===== src/rtl/int_priority_encoder_pkg.sv =====
// int_priority_encoder_pkg: shared sizes, FSM state type and lowest-index helper
package int_priority_encoder_pkg;
  localparam int N_DEF = 4;
  localparam int NUM_LINES = 2**N_DEF;
  typedef enum logic {IDLE = 1'b0, HOLD = 1'b1} state_t;
  function automatic logic [N_DEF-1:0] lowest_set_index(input logic [NUM_LINES-1:0] v);
    lowest_set_index = '0;
    for (int i = NUM_LINES-1; i >= 0; i--) if (v[i]) lowest_set_index = N_DEF'(i);
  endfunction
endpackage


===== src/rtl/int_priority_encoder_prio_enc_comb.sv =====
// prio_enc_comb: combinational lowest-index encoder of a 2**N vector
module prio_enc_comb #(
  parameter int N = 4
) (
  input  logic [2**N-1:0] vec,
  output logic [N-1:0]    code,
  output logic            any
);
  // scanning downward lets the lowest set index overwrite last
  always_comb begin
    code = '0;
    for (int i = 2**N-1; i >= 0; i--) if (vec[i]) code = N'(i);
    any = |vec;
  end
endmodule


===== src/rtl/int_priority_encoder.sv =====
// int_priority_encoder: edge-latched requests presented as a registered code with valid/ack
module int_priority_encoder
  import int_priority_encoder_pkg::*;
#(
  parameter int N = N_DEF
) (
  input  logic            clk,
  input  logic            rst_n,
  input  logic [2**N-1:0] irq_lines,
  input  logic [2**N-1:0] irq_mask,
  output logic            int_valid,
  output logic [N-1:0]    int_code,
  input  logic            int_ack,
  output logic            int_lost,
  output logic [2**N-1:0] pending
);
  localparam int L = 2**N;
  logic [L-1:0] prev, edge_v, clr, cand;
  logic [N-1:0] code;
  logic any;
  state_t state, state_d;
  prio_enc_comb #(.N(N)) u_enc (.vec(cand), .code(code), .any(any));
  // edge detect, ack-driven clear and next-state selection
  always_comb begin
    edge_v = irq_lines & ~prev;
    clr = (int_valid && int_ack) ? (L'(1) << int_code) : '0;
    cand = pending & irq_mask;
    state_d = state;
    if (state == IDLE && any) state_d = HOLD;
    else if (state == HOLD && int_ack) state_d = IDLE;
  end
  // state, pending and output registers; prev resets high so a level-high line is not an edge
  always_ff @(posedge clk or negedge rst_n) begin
    if (!rst_n) begin
      state <= IDLE;
      prev <= '1;
      pending <= '0;
      int_valid <= 1'b0;
      int_code <= '0;
      int_lost <= 1'b0;
    end else begin
      state <= state_d;
      prev <= irq_lines;
      pending <= edge_v | (pending & ~clr);
      int_lost <= |(edge_v & pending & ~clr);
      int_valid <= state_d == HOLD;
      int_code <= (state == IDLE && any) ? code : int_code;
    end
  end
endmodule


===== config.mk =====
export PLATFORM = sky130hd
export DESIGN_NAME = int_priority_encoder
export DESIGN_NICKNAME = d
export VERILOG_FILES = /design/src/rtl/int_priority_encoder_pkg.sv /design/src/rtl/int_priority_encoder_prio_enc_comb.sv /design/src/rtl/int_priority_encoder.sv
export SDC_FILE = /design/constraint.sdc
export NUM_CORES = 1
export LEC_CHECK = 0
export CAP_MARGIN = 0
export CORE_MARGIN = 2
export CORE_UTILIZATION = 30
export CTS_CLUSTER_SIZE = 16
export DETAILED_ROUTE_END_ITERATION = 7
export DONT_BUFFER_PORTS = 1
export PLACE_DENSITY = 0.53
export SYNTH_ARGS = -nofsm -noshare
export SYNTH_HDL_FRONTEND = slang
export SYNTH_SLANG_ARGS = --single-unit

===== constraint.sdc =====
create_clock -name clk -period 4.1 [get_ports clk]
set_input_delay 0.615 -clock clk [delete_from_list [all_inputs] [get_ports clk]]
set_output_delay 0.615 -clock clk [all_outputs]
set_load 0.005 [all_outputs]

**Run 1: power grid**

The bar under the picture is 20 um long. Pins as bars on the die edge.
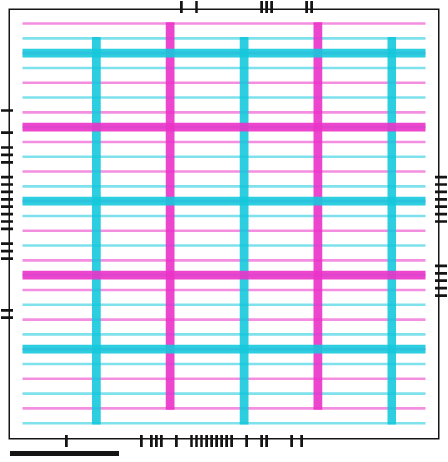
Key: magenta = VDD; cyan = VSS
57 signal pins sit on the boundary. 28 met1 rails follow the rows. 5 straps on met5.

**Run 1: cells colored by class**

The bar under the picture is 20 um long.
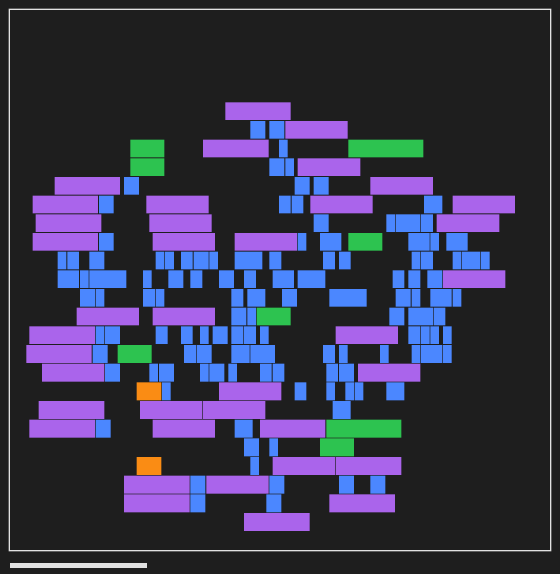
Key: orange = remaining buffers and delay cells [cells 2]; green = clock drivers and dummy loads [cells 8]; blue = combinational and other logic [cells 121]; purple = sequential cells [cells 38]

**Run 1: clock distribution**

The bar under the picture is 20 um long.
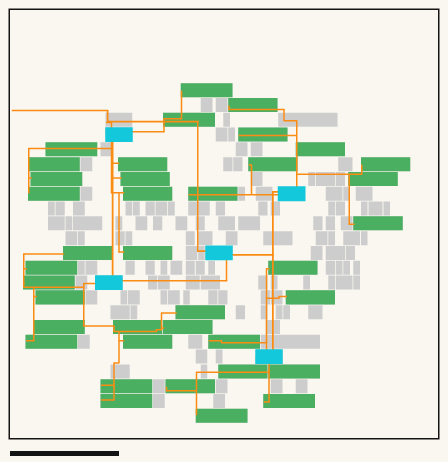
Key: orange = clock wires [length 493 um]; cyan = clock drivers [count 5]; green = flip-flops [count 38]
There are 6 routed clock nets.
P_clk: 394 uW
worst clock skew: 4.71 ps
Latency at later pin: 300 ps

==> ci_impl_report.md, run 1 <==
### Metrics collected by this job

| Metric | Value |
|---|---|
| Vias | `1,351` |
| Nets | `203` |
| Yosys cell types | `34` |
| Area delta synth->final | `14.7%` |
| Setup TNS | `0 ps` |
| Crit end category | `flip-flop` |
| Final setup vio count | `0` |
| Hold Fails Final Rpt | `0` |
| Flip-flops with a built-in enable | `0` |
| Die height | `roughly 79 um` |
| Crit. Startpoint | `int_valid` |
| Dominant flop cell | `dfrtp_1` |
| Fp util | `a little under a third` |
| Status | `finished clean` |
| CTS tree | `built` |
| Slew headroom | `between 40 and 50%` |
| PwrDens | `approximately 500 nW/um2` |
| Hpwl dp | `approximately 3500 um` |
| Max Freq | `~560 MHz` |
| Syn_area_per_cell | `10.4 um2` |
| DIE AREA | `between 6000 and 7000 um2` |
| Core area | `around 5400 um2` |
| Lkg Pwr | `between 0.7 and 0.8 nW` |
| Worst Path Arrival | `around 2000 ps` |
| Vias per cell | `about 5.6` |
| Final WL | `~4600 um` |
| Max-cap viol count | `0` |
| Crit Path Category | `reg -> reg` |
| DRC Markers | `0` |
| R2r startpoint | `int_valid` |
| Wire per inst | `19.0 um` |
| GP Congestion | `0.888` |
| Startpoint types | `flip-flop` |
| Worst Hold Slack | `about 150 ps` |
| CP cell instances | `nand4b_1 > o21ai_0 > o22ai_1 > nor4_1 > nand2_1` |
-- run 1: power by group --
part	total [mW]	switching [mW]	internal (mW)	leakage [nW]
logic	0.113	0.0669	0.0457	0.271
registers	0.459	0.0450	0.414	0.384
clock network	0.394	0.134	0.259	0.0714
total	0.965	0.246	0.719	0.726
-- run 1: critical path: cells and delay by family, from the launching register on --
kind	cells	cell delay [ps]
DFF	1	630
and+or+nand+nor	3	620
AOI/OAI and AO/OA	2	410
-- run 1: cell families (layout without fill, tap and decap cells) --
family | after synthesis | count (layout) | synth area share, %
and+or+nand+nor | 72 | 72 | 22.2
AOI/OAI and AO/OA | 47 | 47 | 18.4
DFF | 38 | 38 | 58.1
muxes | 1 | 1 | 0.599
buffers and inverters | 2 | 11 | 0.674
-- run 1: sequential cells by signal, indices dropped and copies added (netlist names) --
name       count
pending       16
prev          16
int_code       4
int_lost       1
int_valid      1
-- run 1: stage by stage --
stage	power, mW	area [um2]	instances	utilization, %	setup slack (ps)
finish	0.965	1920	241	35.2	2310
floorplan	0.532	1670	160	-	2450
global placement	0.570	1750	231	32.3	2270
global route	1.01	1920	241	35.2	2060
detailed placement	0.570	1750	231	32.3	2280
CTS	0.965	1910	240	35.1	2330
-- run 1: layout by cell type (no fill, tap or decap), drive strengths merged --
cell type and instances:
a21o 1, a21oi 4, a221oi 1, a222oi 1, a22o 1, a22oi 4, a31oi 2, a32oi 1
and2 1, and3 1, and4 1, bufinv 2, clkbuf 6, dfrtp 22, dfstp 16, dlygate4sd3 2
inv 1, mux2i 1, nand2 35, nand2b 18, nand3 6, nand4 2, nand4b 2, nand4bb 1
nor2 2, nor4 2, o211a 1, o211ai 1, o21a 1, o21ai 18, o22a 3, o22ai 8
or2 1
-- run 1: metal layers --
metal / track usage [%] / vias up
met4: 7.89 / 0
met1: 20.1 / 670
li1: - / 596
met3: 5.86 / 11
met2: 23.8 / 74
met5: 0 / -
-- run 1: layout make-up --
cell class                      instances  area [um2]
Clock buffer                            6        82.6
Clock inverter                          2        60.1
Fill cell                             549        3520
Inverter                                1        3.75
Multi-Input combinational cell        120         689
Sequential cell                        38         971
Tap cell                               72        90.1
Timing Repair Buffer                    2        20.0
-- run 1: timing repair --
item | in CTS | in global routing
endpoints found under the hold margin | 6 | 16
hold buffers | 1 | 1
gates resized | 0 | 0
-- run 1: Yosys cell counts (3+ instances only) --
cell type | number | share of area (%)
nand2_1 | 35 | 7.9
a22oi_1 | 4 | 1.8
o22ai_1 | 8 | 3.0
o22a_1 | 3 | 1.6
o21ai_0 | 15 | 4.5
dfrtp_1 | 22 | 33
o21ai_1 | 3 | 0.90
dfstp_2 | 16 | 25
a21oi_1 | 3 | 0.90
nand2b_1 | 18 | 6.7
nand3_1 | 6 | 1.8
-- run 1: final timing paths --
| path | end |
|---|---|
| max reg2reg | int_lost |
| min reg2reg | pending[3] |
| max | int_lost |
| min | prev[10] |
| min in group clk | prev[5] |
| max in group asynchronous | pending[4] |
==> run 1 -> run 2 <==
- PLACE_DENSITY: 0.53 -> 0.54
- clock period: 4.1 -> 1.4 ns (I/O delays scaled with it)
**Run 2: power grid**

The bar under the picture is 20 um long. Pins as bars on the die edge.
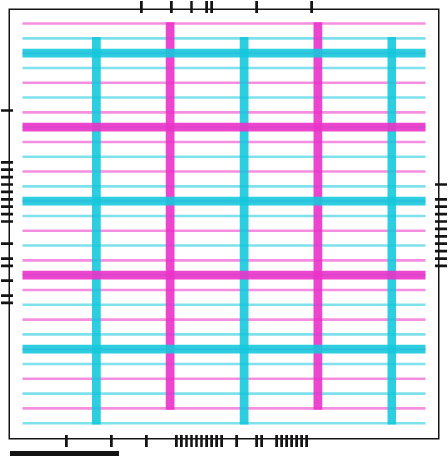
Key: cyan = VSS; magenta = VDD
The core has 27 rows. 57 signal pins sit on the boundary. 28 met1 rails follow the rows. 5 straps on met4.

**Run 2: routing congestion map**

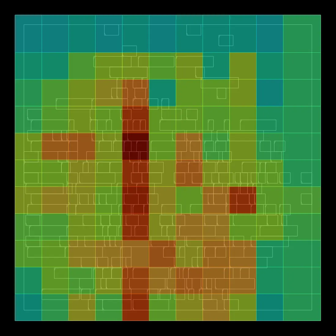
gr busiest metal: met2
Global Route Usage Sum: 17.2%
fin util: 46.2%
wire per inst: 16.7 um
GR Layer Usage met1: 21.9%

==> ci_impl_report.md, run 2 <==
### Metrics collected by this job

| Metric | Value |
|---|---|
| Count leader, synth | `nand2_1` |
| Yosys cell types | `34` |
| Hold Fails Final Rpt | `0` |
| Placed Area | `2070 um2` |
| PwrDens | `1110 nW/um2` |
| Final setup vio count | `5` |
| Final WL | `between 5000 and 6000 um` |
| Worst Path Arrival | `1750 ps` |
| Design Power | `~2.8 mW` |
| Crit Path Category | `reg -> reg` |
| Dominant flop cell | `dfrtp_1` |
| Status | `finished with violations` |
| Failing checks | `negative setup slack` |
| Sw Pwr | `about 820 uW` |
| Final cell count without fillers | `303` |
| Final worst setup slack | `-118 ps` |
| Sequential share of power | `a little under half` |
| Worst setup endpoint | `int_code[1]` |
| Clock power frac | `between 20% and 30%` |
| Worst Hold Slack | `roughly 56 ps` |
run 2: critical path: cells and delay by family (launching register included):
kind            cells  cell delay (ps)
flops               1              380
compound gates      5             1100
run 2: how the worst min path moves through the flow:
stage	endpoint	cells after the start	slack, ps
2_1_floorplan	int_code[0]	0	-90
3_3_place_gp	pending[11]	0	-80
3_5_place_dp	pending[11]	0	-80
4_1_cts	pending[7]	2	50
5_1_grt	pending[1]	2	60
6_report	pending[7]	2	60
run 2: repair_timing:
item	CTS	global route
pin swaps	7	5
hold endpoints to repair	54	0
gates cloned	0	0
hold buffers	18	0
setup endpoints to repair	5	9
buffers inserted	2	4
resized	14	29
run 2: cell families (layout without fill, tap and decap cells):
logic type      after synthesis  in the layout  synth area share, %
simple gates                 72             72                 22.2
flops                        38             38                 58.1
compound gates               47             47                 18.4
mux                           1              1                0.599
buf+inv                       2             73                0.674
run 2: power by group through the flow:
stage | Clock, mW | Combinational (mW) | Sequential (mW)
2_1_floorplan | 0 | 0.250 | 1.31
3_3_place_gp | 0 | 0.580 | 1.30
3_5_place_dp | 0 | 0.583 | 1.31
4_1_cts | 0.750 | 0.672 | 1.29
5_1_grt | 0.813 | 0.837 | 1.31
6_report | 0.725 | 0.765 | 1.30
run 2: layout make-up:
class	count	area, um2	area share, %
sequential	38	973	38.7
clock buffer	6	72.6	2.89
inverter	1	3.75	0.149
tap	72	90.1	3.58
multi-input combinational	120	813	32.3
timing repair buffer	64	552	21.9
clock inverter	2	10.0	0.398
run 2: routing by layer:
layer,vias up,track usage (%),share of wire [%]
met1,740,21.9,42
met2,48,26.8,49
met4,0,4.74,0.59
li1,725,-,-
met3,4,7.13,8.3
met5,-,0,0
==> run 2 -> run 3 <==
- GPL_ROUTABILITY_DRIVEN: unset -> 0
- PLACE_DENSITY: 0.54 -> 0.41
**Run 3: routing congestion map**

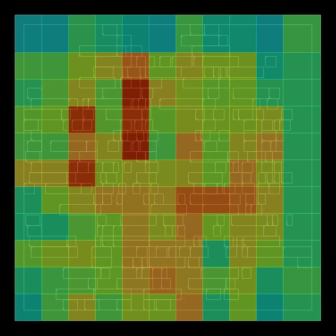
GR Util met2: 28.4%
fin util: 45.5%
wire per inst: 17.2 um

**Run 3: cells colored by class**

The bar under the picture is 20 um long.
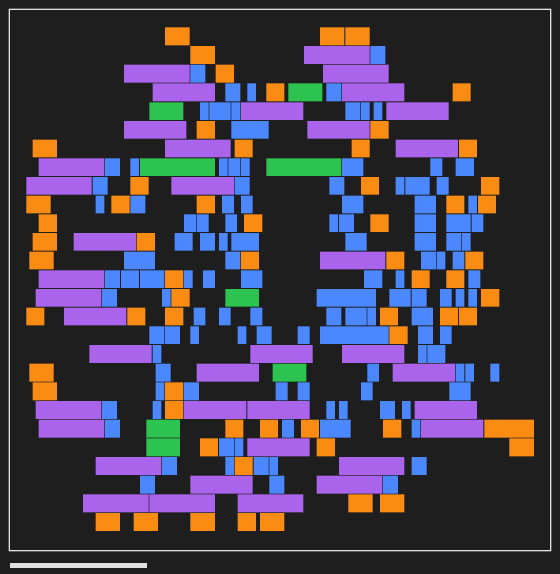
Key: blue = combinational and other logic [cells 121]; green = clock drivers and dummy loads [cells 8]; orange = remaining buffers and delay cells [cells 62]; purple = sequential cells [cells 38]
Seq/total area: 39.3%
row count: 27
core area: 5440 um2

==> ci_impl_report.md, run 3 <==
### Metrics collected by this job

| Metric | Value |
|---|---|
| Failing checks | `negative setup slack` |
| Lkg Pwr | `roughly 1 nW` |
| Fp util | `30.7%` |
| Hold Fails Final Rpt | `0` |
| Flip-flops with a built-in enable | `0` |
| Yosys xor share | `0%` |
| Top-area cell type share of the netlist area | `between 30% and 40%` |
| Design Power | `~3.1 mW` |
| Startpoint types | `flip-flop` |
| Commonest Layout Cell | `buf_4` |
| Simple-Gate Area Share | `22.2%` |
| Status | `finished with violations` |
| R2r startpoint | `int_code[3]` |
| Place WS | `-270 ps` |
| Final setup vio count | `5` |
| Count leader, synth | `nand2_1` |
| Top cells, area | `dfrtp_1, dfstp_2, nand2_1` |
| Final worst setup slack | `-184 ps` |
| Crit end category | `flip-flop` |
| Worst clock skew | `approximately 10 ps` |
| PwrDens | `between 1000 and 1500 nW/um2` |
| Placed cell count | `275` |
run 3: final cells by class:
class                      count  area [um2]  area share, %
sequential                    38         972           39.3
multi-input combinational    120         744           30.1
timing repair buffer          62         520           21.0
tap                           72        90.1           3.64
clock buffer                   6        82.6           3.34
clock inverter                 2        60.1           2.43
inverter                       1        3.75          0.152
run 3: what timing repair did:
item	in CTS	in global routing
buffers inserted	1	0
gates resized	15	5
pin swaps	3	3
hold buffers	18	0
hold endpoints to repair	54	0
endpoints found under the setup margin	5	9
run 3: how the worst min path moves through the flow:
stage / start / to / slack (ps) / cells after the start
floorplan: rst_n / int_code[0] / -90 / 0
detailed placement: rst_n / pending[0] / -80 / 0
global route: irq_lines[7] / pending[7] / 40 / 2
global placement: rst_n / pending[0] / -80 / 0
finish: irq_lines[4] / pending[4] / 50 / 2
CTS: irq_lines[11] / pending[11] / 50 / 2
run 3: critical path, cell delays in order (launching register included):
cell,delay (ps)
dfrtp_1,450
nand4bb_4,280
o21ai_1,180
o22ai_1,120
nor4_1,340
nand2_1,90
run 3: cells by family after synthesis:
kind of cell    count (synthesis)
simple gates                   72
compound gates                 47
flops                          38
buf+inv                         2
mux                             1
run 3: report_power, final:
| part | switching (mW) | internal (mW) |
|---|---|---|
| Sequential | 0.0807 | 1.21 |
| Combinational | 0.335 | 0.372 |
| Clock | 0.388 | 0.760 |
| Total | 0.804 | 2.34 |
run 3: metal layers:
layer  up-vias  track usage (%)  share of wire, %
met2        49             28.4                46
met1       721             21.9                44
li1        718                -                 -
met4         0             6.49               1.7
met3         9             7.01               8.2
met5         -                0                 0
run 3: metrics by stage:
step                hold slack, ps  area [um2]  util (%)
finish                        51.5        2470      45.5
global route                  43.2        2470      45.5
CTS                           49.5        2470      45.4
detailed placement           -84.2        2080      38.3
global placement             -84.2        2080      38.3
floorplan                    -85.6        1670         -
Power is estimated from default activity; no workload was simulated.
